Design conv_layer_window_feeder, sky130hd; sources not shown.
### Clock wiring as the flow saved it

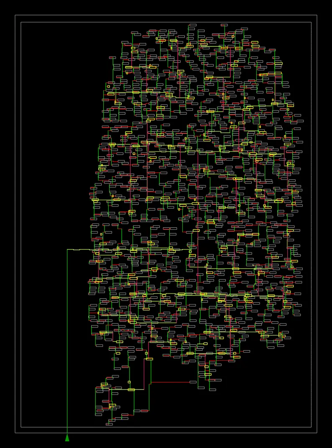
clk sink count: 1217
clock-net power: 5.89 mW
CTS buffer count: 119

### Routed metal, one color a layer

Only two layers are drawn.
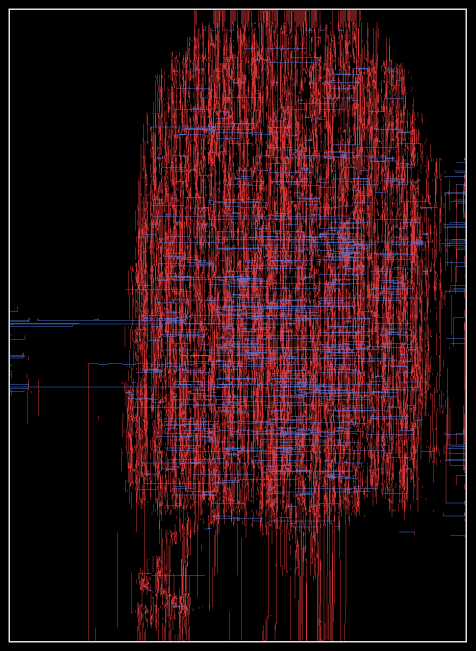
color	layer	wire length
blue	M3	19400 um
red	M2	123 mm
WL final: 273 mm
via count: 54900
per-cell routed wire length: 24.8 um

### Signal metal coverage by tile

The die is cut into 21 by 30 equal tiles; dark purple is low, yellow is high, scaled to the fullest tile. Values are wire area over tile area, all layers added.
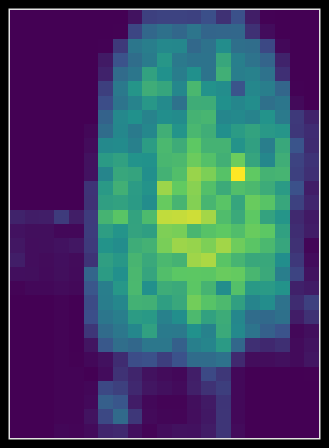
emptiest ninth of the die	north-west
mean over tiles	0.19
tiles over half the peak	27%
GRT Total Usage: 20.9%

### Cell density map

The bar under the picture is 100 um long. The die is cut into 21 by 30 equal tiles; dark purple is low, yellow is high, 0 to 100% covered.
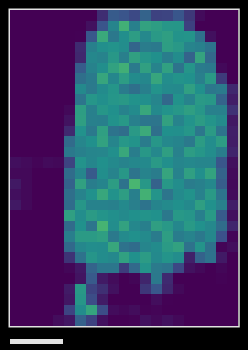
fullest tile	66%
emptiest ninth of the die	north-west
mean over tiles	26%
nearly empty tiles	34%
fraction of the core area covered by cells at the end of the flow: 29.3%
Core Util at FP: 25.1%
core footprint: 236000 um2

### Sequential cells colored by netlist name

The bar under the picture is 100 um long. Other sequential cells in the stronger gray, the rest of the logic in the fainter gray.
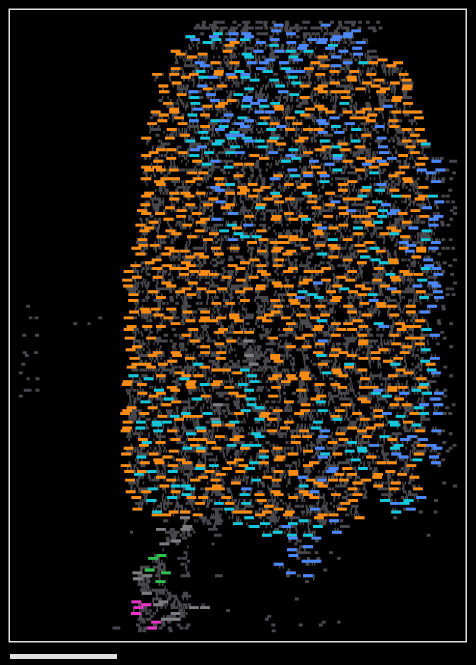
color	name in the netlist	flops
green	cnt	5
cyan	sr	224
magenta	rom_addr	6
orange	buffer	768
blue	out_kernel_port	192
not colored	22
area taken by flip-flops and latches: 30500 um2
power of the sequential group: 6.96 mW
register share of the cell area: 44.1%

==> datasheet_impl.txt <==
Table: implementation figures

Parameter                              Value

Outcome
  Outcome .................. completed

Route
  Number of routed nets with antenna violations .................. 0
  Number of detailed-routing iterations run before antenna repair .................. 8

Synth
  Register area share after synthesis .................. 51.4%
  Number of enable flip-flop cells .................. 0
  Post-synth net total .................. 7884
  Synthesized instance count .................. 7829
  Flip-flop and latch count after synthesis .................. 1217
  Syn_area_per_cell .................. 7.57 um2
  Top cells by instance count after synthesis .................. sky130_fd_sc_hd__nand2_1 (2226), sky130_fd_sc_hd__dfrtp_1 (1217), sky130_fd_sc_hd__nand3_1 (947)

Placed design
  Routability congestion estimate .................. 0.902
  Cell count after placement .................. 10800
  Post-detailed-placement half-perimeter wirelength .................. 184 mm
  Worst setup slack after placement .................. 1440 ps

Die
  Top-level port count .................. 248
  Die boundary width .................. 428 um

Clocking
  Max clock buf depth .................. 3
  TritonCTS clock tree .................. built
  Maximum level of the CTS H-tree .................. 3

Critical path
  Cell type of the slowest stage on the worst timing path .................. sky130_fd_sc_hd__nand2_4
  Critical path fanouts, max .................. 68
  Crit path launch type .................. input pin
  Crit path buf inv count .................. 7
  Crit path cell chain .................. clkdlybuf4s50_1, inv_1, nor2_1, nand2_1, o21ai_1, nand4_2, nand2_1, inv_1, ha_1, inv_1, fa_1, inv_1, ha_1, a21oi_1, nand3_2, nand2_8, nand2_4, buf_12, buf_4, nand2_1, nand3_1, nand2_1, nand2_1, nand2_1
  FF-to-FF setup slack .................. 2530 ps
  Delay of the slowest cell on the worst path .................. 700 ps
  Cell depth of the worst setup path .................. 24

GRT
  Via count of the first global-routing pass .................. 53300
  Maximum number of pins on one net before global-route repair .................. 167

Cells and area
  Most common cell after layout, fill and taps aside .................. sky130_fd_sc_hd__nand2_1
  Total non-filler cell area in the finished layout .................. 69100 um2
  Flip-flop count of the largest register after layout .................. 768

STA
  Final setup slack of the worst path .................. 2150 ps
  Slew margin rel. .................. 15.7%
  Transition time at the pin with the least slew margin .................. 1260 ps
  Cycle use final .................. 74.0%

Power
  Part of the total power dissipated in combinational logic .................. 39.2%
  Power per Cell Area .................. 306 nW/um2
  Cell internal power dissipation .................. 11.5 mW
  P_comb .................. 8.29 mW
  Proportion of total power due to net switching .................. 45.5%
final cells by class:
class                   instances  area (um2)
diodes                          8        20.0
clock buffers                 166        3460
clock inverters                60         717
fillers                     25600      167000
inverters                     931        3500
multi-input cells            5125       23200
flip-flops and latches       1217       30500
well taps                    3088        3860
repair buffers                397        3930
metal layers:
metal  global-route usage (%)  part of all wire (%)
met5                        0                 0.017
met4                     16.6                    10
met3                     3.44                   7.1
met2                     33.1                    45
met1                     25.1                    38
cells by family (layout without fill, tap and decap cells):
family,after synthesis,count (layout),synth area share [%]
simple gates,4075,4075,28.8
buf+inv,1487,1554,9.89
flops,1217,1217,51.4
compound gates,1025,1025,9.48
fa+ha+maj,18,18,0.393
xor+xnor,7,7,0.103
other cells,0,8,0
Power is estimated from default activity; no workload was simulated.
